**config.mk**
```make
export PLATFORM = sky130hd
export DESIGN_NAME = udp_rx_capture
export DESIGN_NICKNAME = d
export VERILOG_FILES = /design/src/rtl/udp_rx_pkg.sv /design/src/rtl/udp_rx_shift_buf.sv /design/src/rtl/udp_rx_capture.sv
export SDC_FILE = /design/constraint.sdc
export NUM_CORES = 2
export LEC_CHECK = 0
export ABC_AREA = 1
export CAP_MARGIN = 20
export CORE_AREA = 2 2 524 526
export DETAILED_ROUTE_END_ITERATION = 8
export DIE_AREA = 0 0 526 528
export GPL_ROUTABILITY_DRIVEN = 0
export HOLD_SLACK_MARGIN = 0.05
export SYNTH_ARGS = -nofsm -noshare
export SYNTH_HDL_FRONTEND = slang
export SYNTH_HIERARCHICAL = 1
export SYNTH_SLANG_ARGS = --single-unit
```
**constraint.sdc**
```tcl
create_clock -name rgmii_clk -period 2.5 [get_ports rgmii_clk]
set_clock_uncertainty 0.05 [all_clocks]
set_input_delay 0.375 -clock rgmii_clk [delete_from_list [all_inputs] [get_ports rgmii_clk]]
set_output_delay 0.375 -clock rgmii_clk [all_outputs]
set_load 0.005 [all_outputs]
```
**src/rtl/udp_rx_pkg.sv**
```systemverilog
// Shared types and constants for the UDP receive frame-capture block.
package udp_rx_pkg;

  localparam int BYTE_W        = 8;
  localparam int LEN_W_DEFAULT = 16;

  typedef enum logic [1:0] {
    ST_SYNC = 2'b00,
    ST_IDLE = 2'b01,
    ST_RECV = 2'b10,
    ST_DROP = 2'b11
  } state_e;

endpackage

```
**src/rtl/udp_rx_shift_buf.sv**
```systemverilog
// Work buffer for one frame: cleared and loaded by the first byte, then
// shifted (or held once full in keep-first mode). Tracks a saturating count.
module udp_rx_shift_buf
  import udp_rx_pkg::*;
#(
  parameter int DEPTH     = 160,
  parameter int KEEP_LAST = 1,
  parameter int LEN_W     = LEN_W_DEFAULT
) (
  input  logic                    clk_i,
  input  logic                    rstn_i,
  input  logic                    load_first_i,
  input  logic                    shift_i,
  input  logic [BYTE_W-1:0]       byte_i,
  output logic [BYTE_W*DEPTH-1:0] work_o,
  output logic [LEN_W-1:0]        cnt_o
);

  localparam int               BUF_W   = BYTE_W * DEPTH;
  localparam logic [LEN_W-1:0] CNT_MAX = '1;
  localparam logic [LEN_W-1:0] DEPTH_L = LEN_W'(DEPTH);
  localparam logic [LEN_W-1:0] ONE_L   = {{(LEN_W-1){1'b0}}, 1'b1};

  logic [BUF_W-1:0] work_q, work_d;
  logic [LEN_W-1:0] cnt_q, cnt_d;

  // Next buffer/count: first byte restarts the frame, later bytes shift or hold.
  always_comb begin
    work_d = work_q;
    cnt_d  = cnt_q;
    if (load_first_i) begin
      work_d = {{(BUF_W-BYTE_W){1'b0}}, byte_i};
      cnt_d  = ONE_L;
    end else if (shift_i) begin
      if ((KEEP_LAST != 0) || (cnt_q < DEPTH_L)) begin
        work_d = {work_q[BUF_W-BYTE_W-1:0], byte_i};
      end else begin
        work_d = work_q;
      end
      if (cnt_q != CNT_MAX) begin
        cnt_d = cnt_q + ONE_L;
      end else begin
        cnt_d = cnt_q;
      end
    end else begin
      work_d = work_q;
      cnt_d  = cnt_q;
    end
  end

  // Buffer and count state.
  always_ff @(posedge clk_i or negedge rstn_i) begin
    if (!rstn_i) begin
      work_q <= '0;
      cnt_q  <= '0;
    end else begin
      work_q <= work_d;
      cnt_q  <= cnt_d;
    end
  end

  assign work_o = work_q;
  assign cnt_o  = cnt_q;

endmodule

```
**src/rtl/udp_rx_capture.sv**
```systemverilog
// Captures UDP payload bytes per frame and publishes a stable snapshot,
// length, overflow flag and done strobe when the frame ends.
module udp_rx_capture
  import udp_rx_pkg::*;
#(
  parameter int DEPTH     = 160,
  parameter int KEEP_LAST = 1,
  parameter int LEN_W     = LEN_W_DEFAULT
) (
  input  logic                    rgmii_clk,
  input  logic                    rstn,
  input  logic                    capture_en,
  input  logic                    udp_rec_data_valid,
  input  logic [BYTE_W-1:0]       udp_rec_rdata,
  output logic [BYTE_W*DEPTH-1:0] rx_data,
  output logic [LEN_W-1:0]        rx_len,
  output logic                    rx_ovf,
  output logic                    rx_done,
  output logic [LEN_W-1:0]        frame_cnt,
  output logic                    busy
);

  localparam logic [LEN_W-1:0] DEPTH_L = LEN_W'(DEPTH);
  localparam logic [LEN_W-1:0] ONE_L   = {{(LEN_W-1){1'b0}}, 1'b1};

  state_e                    state_q;
  logic [BYTE_W*DEPTH-1:0]   rx_data_q;
  logic [LEN_W-1:0]          rx_len_q;
  logic                      rx_ovf_q;
  logic                      rx_done_q;
  logic [LEN_W-1:0]          frame_cnt_q;
  logic                      busy_q;

  logic [BYTE_W*DEPTH-1:0]   work_data_s;
  logic [LEN_W-1:0]          work_cnt_s;
  logic                      load_first_s;
  logic                      shift_s;

  // First byte of an accepted frame restarts the buffer; later bytes feed it.
  assign load_first_s = (state_q == ST_IDLE) && udp_rec_data_valid && capture_en;
  assign shift_s      = (state_q == ST_RECV) && udp_rec_data_valid;

  udp_rx_shift_buf #(
    .DEPTH    (DEPTH),
    .KEEP_LAST(KEEP_LAST),
    .LEN_W    (LEN_W)
  ) u_shift_buf (
    .clk_i       (rgmii_clk),
    .rstn_i      (rstn),
    .load_first_i(load_first_s),
    .shift_i     (shift_s),
    .byte_i      (udp_rec_rdata),
    .work_o      (work_data_s),
    .cnt_o       (work_cnt_s)
  );

  // Frame FSM with registered busy, publish registers and frame counter.
  always_ff @(posedge rgmii_clk or negedge rstn) begin
    if (!rstn) begin
      state_q     <= ST_SYNC;
      rx_data_q   <= '0;
      rx_len_q    <= '0;
      rx_ovf_q    <= 1'b0;
      rx_done_q   <= 1'b0;
      frame_cnt_q <= '0;
      busy_q      <= 1'b0;
    end else begin
      rx_done_q <= 1'b0;
      case (state_q)
        ST_SYNC: begin
          // Wait out any frame already running when reset was released.
          if (!udp_rec_data_valid) begin
            state_q <= ST_IDLE;
          end else begin
            state_q <= ST_SYNC;
          end
          busy_q <= 1'b0;
        end
        ST_IDLE: begin
          if (udp_rec_data_valid) begin
            state_q <= capture_en ? ST_RECV : ST_DROP;
            busy_q  <= 1'b1;
          end else begin
            state_q <= ST_IDLE;
            busy_q  <= 1'b0;
          end
        end
        ST_RECV: begin
          if (!udp_rec_data_valid) begin
            state_q     <= ST_IDLE;
            busy_q      <= 1'b0;
            rx_data_q   <= work_data_s;
            rx_len_q    <= work_cnt_s;
            rx_ovf_q    <= (work_cnt_s > DEPTH_L);
            rx_done_q   <= 1'b1;
            frame_cnt_q <= frame_cnt_q + ONE_L;
          end else begin
            state_q <= ST_RECV;
            busy_q  <= 1'b1;
          end
        end
        ST_DROP: begin
          if (!udp_rec_data_valid) begin
            state_q <= ST_IDLE;
            busy_q  <= 1'b0;
          end else begin
            state_q <= ST_DROP;
            busy_q  <= 1'b1;
          end
        end
        default: begin
          state_q <= ST_SYNC;
          busy_q  <= 1'b0;
        end
      endcase
    end
  end

  assign rx_data   = rx_data_q;
  assign rx_len    = rx_len_q;
  assign rx_ovf    = rx_ovf_q;
  assign rx_done   = rx_done_q;
  assign frame_cnt = frame_cnt_q;
  assign busy      = busy_q;

endmodule

```
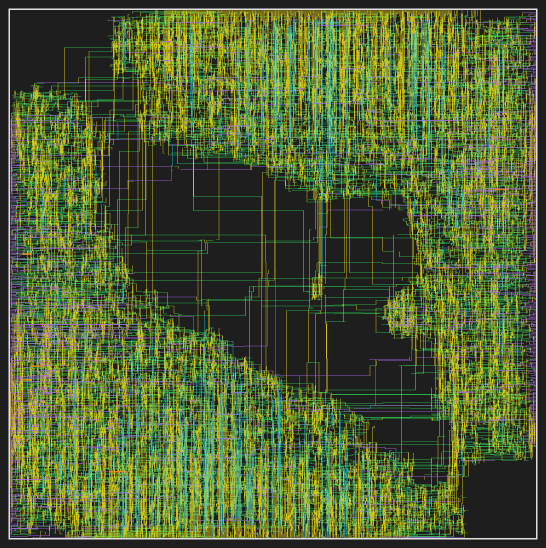
*Metal layers overlaid*
(1 px per µm)
[green] metal 1 | wire length: 141 mm
[orange] metal 5 | wire length: 61.6 µm
[yellow] metal 2 | wire length: 160 mm
[purple] metal 3 | wire length: 24.8 mm
[cyan] metal 4 | wire length: 21.7 mm
post-DR wirelength/cell: 22.2 µm
DR vias: 78.6k
drt total wl: 348 mm

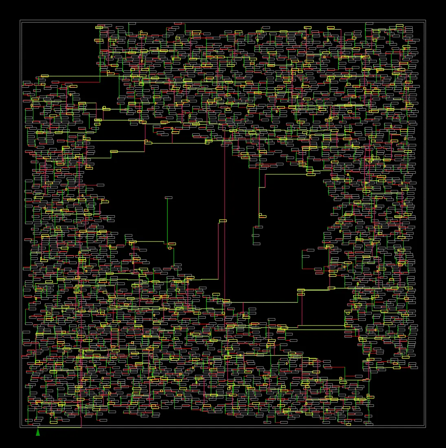
*The clock network*
CTS Sinks: 2613
registers: 2613
Clock Power: 42.9 mW

==> out/metrics.csv <==
metric,value,unit
status,finished clean,
worst_setup_path_start_kind,flip-flop,
most_common_cell,nand2_1,
cp-startpoint,rx_data[19],
yosys.area.top_type,dfrtp_1,
cp_max_fo,2,
switching_share,0.260,
clock_path_buffers,4,
synth_area,98300,µm²
final_cell_mix,"4943 x nand2_1, 2611 x dfrtp_1, 1318 x clkdlybuf4s50_1",
ctsResizeCount,7,
chipHeight,528,µm
timing.final.hold_violations,0,
comb_power_share,0.117,
reg2reg_from,state_q[0],
hpwl,252,mm
min_period,2.47,ns
synthCells,10400,
fp-utilization,0.361,
leakage,64.4,nW
area_growth,29.7,%
worst_slack,0.0269,ns
worst_slew_pin_slew,0.814,ns
grt_use_met1,0.317,
ant_nets,0,
p_per_area,807,nW/µm²
dr.pass1.iters,6,
p_seq_frac,0.467,
slew_headroom,0.456,
grtUsageMet2,0.383,
fin_cells,15600,
xor_area_frac,0.00107,
core_area,272000,µm²
grt_first_pass_wirelength,515,mm
maxPowerGroup,sequential cells,
combGateArea,26800,µm²
finalSetupTns,0,ns
finalSetupViolations,0,
min_period_over_period,0.989,
rsz0062_at_grt,false,
inv_count,831,
slew_viol_final,0,
grt_max_degree,120,
syn_area_per_cell,9.42,µm²
cap_violations,0,
place_area,118000,µm²
h-tree-depth,5,
hp-class,in2async,
final-nonclk-buf-share,0.143,
yosys.area_share.simple,0.218,
viasPerCell,5.03,
seq_area_frac,0.513,
max_stage_delay,0.83,ns
ioPinCount,1327,
ys_cells,10400,
p_switching,26.7,mW
die_w,526,µm
cp_top_family,buffers and inverters,
synthArstFlopShare,1.00,
cts_tree,yes,
met1_length,141,mm
hold_ws,0.132,ns
p_total,103,mW
root_buffer,clkbuf_16,
critPathKind,reg2out,
crit_required,2.08,ns
grt_use_met3,0.0508,
post-cts-setup-buffers,0,
crit_end,rx_data[19],
antenna_cells,9,
largest_cell_class,flip-flops and latches,
busiest_layer,met2,
fp-row-count,192,
drtIter0Drc,7618,
ys_types,28,
crit_cells,1,
top_area_frac,0.665,
maxUsedRoutingLayer,met5,
nClkBuffers,408,
pre_cts_slack,-0.141,ns
fin_util,0.468,
end_kind,output port,
drive_above_1_share,0.0702,
syn_nets,10500,
grt_usage,0.244,
path_clk_slew,0.06,ns
synth-compound-area-share,0.0529,
comb_power,12.0,mW
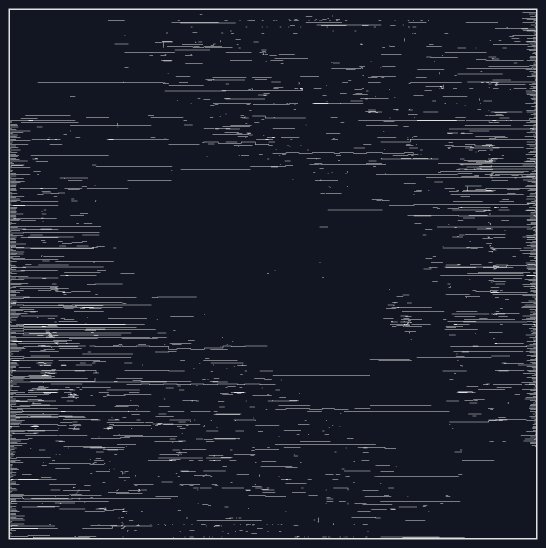
*Signal wires on met3*
(1 px per µm)
longest straight run: 155 µm
wire length on this layer: 24.8 mm
nets with wire on the layer: 1487
main direction: horizontal
share of all routed wire: 7.1%

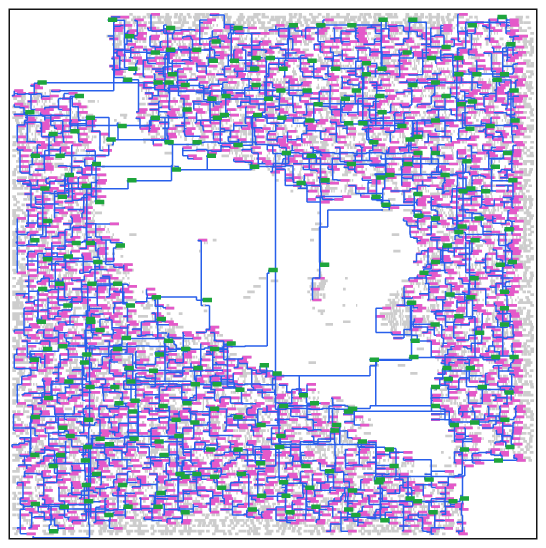
*Clock network drawn from the DEF*
(1 px per µm)
[blue] clock wires | length: 33.3 mm
[green] clock drivers | count: 286
[magenta] flip-flops | count: 2613
flops lie: widely spread
clk_lat worst skew: 0.88 ns
clock network fraction of total power: 0.416

Power figures rest on the tool's default switching activity, not on a simulated workload.
